File: src/rtl/pipeline_hazard_ctrl.sv
// Hazard/stall sequencer: load-use bubbles, branch flush, mem freeze.
// Optional perf counters built when HAZARD_PERF_CNT_EN is defined.
module pipeline_hazard_ctrl #(
  parameter int REG_NUM_BITWIDTH = 5,
  parameter int LOAD_USE_BUBBLES = 1,
  parameter int FLUSH_DEPTH      = 1
) (
  input  logic                        clk,
  input  logic                        rst_n,
  input  logic [REG_NUM_BITWIDTH-1:0] id_Rs1,
  input  logic [REG_NUM_BITWIDTH-1:0] id_Rs2,
  input  logic                        id_useRs1,
  input  logic                        id_useRs2,
  input  logic                        ex_memRead,
  input  logic [REG_NUM_BITWIDTH-1:0] ex_regToWrite,
  input  logic                        ex_branchTaken,
  input  logic                        mem_busy,
  input  logic                        perf_clr,
  output logic                        pc_write,
  output logic                        ifid_write,
  output logic                        ifid_flush,
  output logic                        doNOP,
  output logic                        pipe_hold,
  output logic [1:0]                  hz_state,
  output logic [15:0]                 stall_cycles,
  output logic [15:0]                 flush_cycles
);

  typedef enum logic [1:0] {
    RUN   = 2'b00,
    STALL = 2'b01,
    FLUSH = 2'b10
  } hz_state_e;

  hz_state_e state_q, state_d;
  logic [2:0] cnt_q, cnt_d;

  logic lu_hz;
  logic pc_w_c, ifid_w_c, flush_c, nop_c, hold_c;

  assign lu_hz = ex_memRead
    & (ex_regToWrite != '0)
    & ((id_useRs1 & (ex_regToWrite == id_Rs1))
     | (id_useRs2 & (ex_regToWrite == id_Rs2)));

  // Next-state and Mealy control outputs
  always_comb begin
    state_d  = state_q;
    cnt_d    = cnt_q;
    pc_w_c   = 1'b1;
    ifid_w_c = 1'b1;
    flush_c  = 1'b0;
    nop_c    = 1'b0;
    hold_c   = 1'b0;
    if (mem_busy) begin
      hold_c   = 1'b1;
      pc_w_c   = 1'b0;
      ifid_w_c = 1'b0;
    end else begin
      case (state_q)
        RUN: begin
          if (ex_branchTaken) begin
            flush_c = 1'b1;
            nop_c   = 1'b1;
            if (FLUSH_DEPTH > 1) begin
              state_d = FLUSH;
              cnt_d   = 3'(FLUSH_DEPTH - 1);
            end
          end else if (lu_hz) begin
            pc_w_c   = 1'b0;
            ifid_w_c = 1'b0;
            nop_c    = 1'b1;
            if (LOAD_USE_BUBBLES > 1) begin
              state_d = STALL;
              cnt_d   = 3'(LOAD_USE_BUBBLES - 1);
            end
          end
        end
        STALL: begin
          pc_w_c   = 1'b0;
          ifid_w_c = 1'b0;
          nop_c    = 1'b1;
          cnt_d    = cnt_q - 3'd1;
          if (cnt_q <= 3'd1) begin
            state_d = RUN;
            cnt_d   = 3'd0;
          end
        end
        FLUSH: begin
          flush_c = 1'b1;
          nop_c   = 1'b1;
          cnt_d   = cnt_q - 3'd1;
          if (cnt_q <= 3'd1) begin
            state_d = RUN;
            cnt_d   = 3'd0;
          end
        end
        default: begin
          state_d = RUN;
          cnt_d   = 3'd0;
        end
      endcase
    end
  end

  // State and sequence counter registers
  always_ff @(posedge clk or negedge rst_n) begin
    if (!rst_n) begin
      state_q <= RUN;
      cnt_q   <= 3'd0;
    end else begin
      state_q <= state_d;
      cnt_q   <= cnt_d;
    end
  end

  // Reset forces a bubble into IF/ID and ID/EX and blocks the PC
  assign pc_write   = rst_n & pc_w_c;
  assign ifid_write = rst_n & ifid_w_c;
  assign ifid_flush = ~rst_n | flush_c;
  assign doNOP      = ~rst_n | nop_c;
  assign pipe_hold  = rst_n & hold_c;
  assign hz_state   = state_q;

`ifdef HAZARD_PERF_CNT_EN
  logic [15:0] stall_q, stall_d;
  logic [15:0] flushc_q, flushc_d;

  // Saturating perf counters, clear wins over increment
  always_comb begin
    stall_d  = stall_q;
    flushc_d = flushc_q;
    if (perf_clr) begin
      stall_d  = '0;
      flushc_d = '0;
    end else if (!mem_busy) begin
      if (nop_c && !flush_c && stall_q != 16'hFFFF)
        stall_d = stall_q + 16'd1;
      if (flush_c && flushc_q != 16'hFFFF)
        flushc_d = flushc_q + 16'd1;
    end
  end

  // Perf counter registers
  always_ff @(posedge clk or negedge rst_n) begin
    if (!rst_n) begin
      stall_q  <= '0;
      flushc_q <= '0;
    end else begin
      stall_q  <= stall_d;
      flushc_q <= flushc_d;
    end
  end

  assign stall_cycles = stall_q;
  assign flush_cycles = flushc_q;
`else
  logic unused_perf_clr;
  assign unused_perf_clr = perf_clr;
  assign stall_cycles    = '0;
  assign flush_cycles    = '0;
`endif

endmodule

File: config.mk
export PLATFORM = sky130hd
export DESIGN_NAME = pipeline_hazard_ctrl
export DESIGN_NICKNAME = d
export VERILOG_FILES = /design/src/rtl/pipeline_hazard_ctrl.sv
export SDC_FILE = /design/constraint.sdc
export NUM_CORES = 1
export LEC_CHECK = 0
export CAP_MARGIN = 10
export CORE_MARGIN = 2
export CORE_UTILIZATION = 27
export DETAILED_ROUTE_END_ITERATION = 8
export PLACE_DENSITY = 0.94
export SLEW_MARGIN = 30
export SYNTH_ARGS = -nofsm -noshare
export SYNTH_HDL_FRONTEND = slang
export SYNTH_SLANG_ARGS = --single-unit
File: constraint.sdc
create_clock -name clk -period 3.4 [get_ports clk]
set_input_delay 0.68 -clock clk [delete_from_list [all_inputs] [get_ports clk]]
set_output_delay 0.68 -clock clk [all_outputs]
set_load 0.01 [all_outputs]
Fig. 1: port wiring
Scale: 6 px per um.
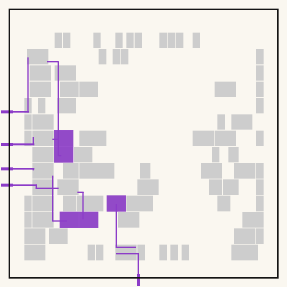
Key: purple = id_Rs1 [direction input, end cells 5, buffers 5, wire 79.5 um]
IO buf count: 26
IO Pins: 62

Fig. 2: ports around the boundary
Scale: 12 px per um. Pins as bars across the die edge, other pins in gray.
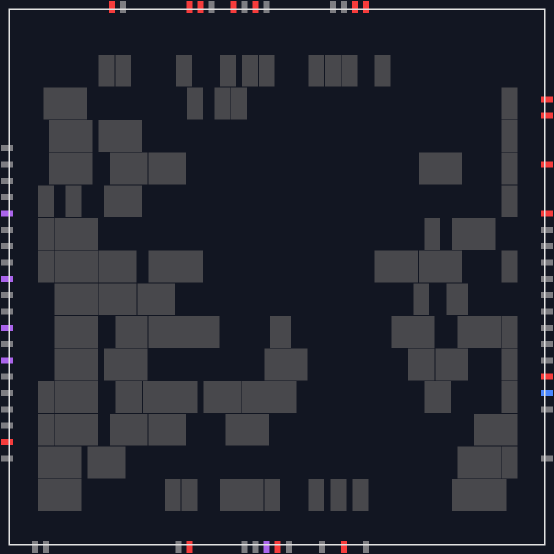
Key: red = flush_cycles [pins 16, direction output, edge 7 top, 5 right, 3 bottom, 1 left]; purple = id_Rs1 [pins 5, direction input, edge 4 left, 1 bottom]; blue = pipe_hold [pins 1, direction output, edge right]
All pins by edge: 20 left, 17 right, 13 top, 12 bottom.

==> out/metrics.yaml <==
place:
  placed_area_sq_um: 584.3
  dp_hpwl_um: 811.4
  place_inst: 99
  gp_congestion: 0.6047
route:
  wire_per_inst_um: 8.455
  wl_met2_um: 511
  vias_per_cell: 3.606
  final_antenna_net_count: 0
  met3_wirelength_um: 104
  totalWireLength_um: 837
  vias: 357
  first_pass_iters: 2
  dr.max_layer_used: "met3"
  met1_length_um: 221
  route.detailed.drc: 0
  first_iter_violations: 3
synthesis:
  yosysTopAreaCellShare_pct: 59.32
  synth_warnings: 0
  ys_cells: 59
  syn_area_sq_um: 442.9
  yosysChipArea_sq_um: 442.9
  synth_area_per_cell_sq_um: 7.507
  top_cells_by_area: "buf_4 (59%), xor2_1 (16%), xnor2_1 (4.0%)"
  synthDistinctLibCells: 15
  synth_seq_share_pct: 0
  syn_inst: 59
  largest_area_cell: "buf_4"
power:
  cellLeakagePower_nw: 0.3044
  power.density_mw_per_mm2: 119.0
  peakVddDrop_mv: 0.05062
setup_path:
  crit_fanout: 3
  cp-end-kind: "primary output"
  required_ns: 2.72
  cp-start-kind: "primary input"
  path_class: "primary input to primary output"
  critPathArrivalTime_ns: 2.66
final_layout:
  finalNetCount: 108
  lay_top_count: "conb_1"
  layout-area-overhead-vs-synth_pct: 36.16
  seq_cells: 0
  register_area_sq_um: 0
  nClkBuffers: 0
  layout_top_cells: "conb_1 (34), clkdlybuf4s50_1 (24), xor2_1 (8)"
  drive_gt1_share_pct: 3.614
  fin_cells: 99
  final_cell_area_sq_um: 603.1
  n_antenna_cell: 0
timing:
  timing.hold.ws_ns: 2.107
  setup_tns_ns: 0
  clock.fmax_ghz: 0.2998
  period_minus_slack_ns: 3.336
  period_used_pct: 98.10
  finalSetupViolCount: 0
  finalHoldViolCount: 0
  final_max_slew_viol_count: 0
  grt_setup_unrepaired: "false"
floorplanning:
  die_y_um: 44.50
  fp.dieW_um: 44.50
  initCoreUtil_pct: 29.06
  rows: 14
  dieArea_sq_mm: 0.001980
cts:
  hold_buffers: 0
  post-cts-setup-buffers: 0
  ctsResizeCount: 0
flow_run:
  warning_count: 30
  cap_violations: 0
global_route:
  grt_pass1_wl_um: 1159
  grt_pass1_vias: 285
  use_met2_pct: 17.97
  met3_usage_pct: 0.8163
  grt_usage_pct: 7.718
  grt_overflow: 0
  busiest_layer: "met2"
  grt_max_degree: 4
  antenna_found_initial: 0
  grtUsageMet1_pct: 6.988
outcome:
  outcome: "finished, final reports clean"
min_path:
  holdCritPathClass: "primary input to primary output"
Fig. 3: the metal 2 layer
Scale: 12 px per um.
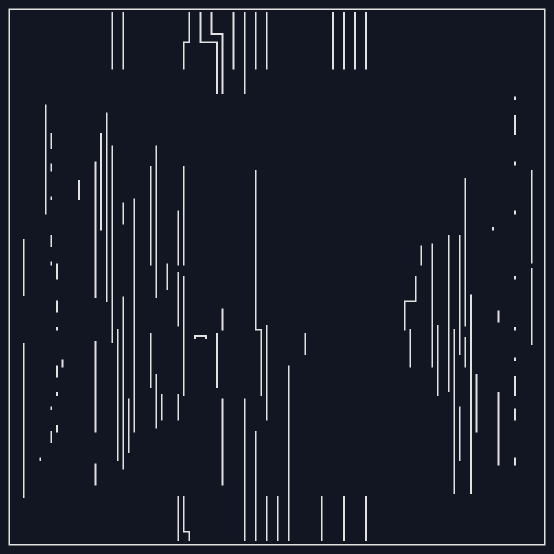
97 nets have wire on it. The wires run mostly vertical. The layer carries 512 um of wire. The longest straight run is 19.4 um.

Fig. 4: cell outlines without signal wires
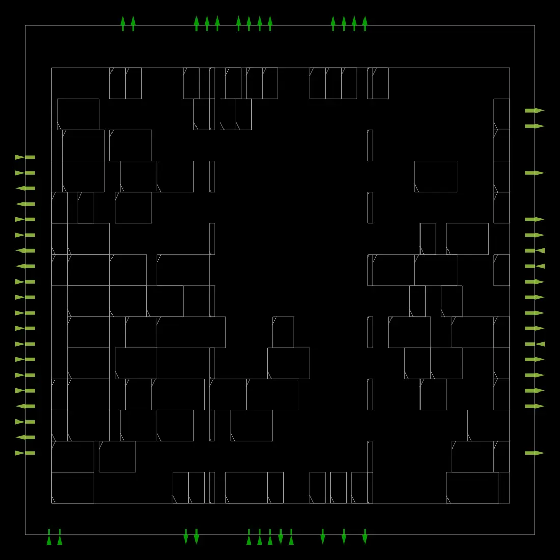
tap cells: 16
layout filler cell count: 173
core area: 0.001524 sq mm
sequential cell area share: 0%

worst max-delay path, stage by stage:
cell	delay (ns)
clkdlybuf4s50_1	0.47
or4_1	0.55
o21ai_0	0.22
o311a_1	0.20
clkdlybuf4s50_1	0.54
cells by family after synthesis:
family	after synthesis	synth area share, %
buffers and inverters	37	61.02
and+or+nand+nor	6	10.17
xor gates and xnor gates	10	19.78
AOI/OAI and AO/OA	5	8.193
other	1	0.8466
final timing paths:
| kind | depth (start not counted) | to | from |
|---|---|---|---|
| max | 5 | ifid_write | ex_regToWrite[3] |
| min | 4 | pc_write | ex_regToWrite[2] |
synthesized netlist by cell type:
cell / count
inv_1: 2
nor4_1: 1
nand2b_1: 1
and2_0: 1
xnor2_1: 2
buf_4: 35
o21ai_0: 2
nor4_2: 1
a32oi_1: 1
conb_1: 1
o311a_1: 1
xor2_1: 8
and2_1: 1
or4_1: 1
o21bai_1: 1
area by class of cell:
cell class / instances / area (sq um)
repair buffers: 26 / 265.3
multi-input cells: 55 / 310.3
inverters: 2 / 7.507
well taps: 16 / 20.02
fillers: 173 / 920.9
metrics by stage:
step | setup WS [ns] | power, W | util [%]
4_1_cts | 0.04296 | 0.00007001 | 38.34
2_1_floorplan | 0.9622 | 0.00006254 | -
3_3_place_gp | 0.07410 | 0.00006832 | 38.34
3_5_place_dp | 0.05080 | 0.00006982 | 38.34
6_report | 0.06447 | 0.00007174 | 39.57
5_1_grt | 0.005694 | 0.00007859 | 39.57
power breakdown:
| group | internal, W | switching, W | total, W |
|---|---|---|---|
| registers | 0 | 0 | 0 |
| clock network | 0 | 0 | 0 |
| logic | 0.0000357 | 0.0000360 | 0.0000717 |
| total | 0.0000357 | 0.0000360 | 0.0000717 |
No activity file was given, so power comes from the tool's default toggle rates.
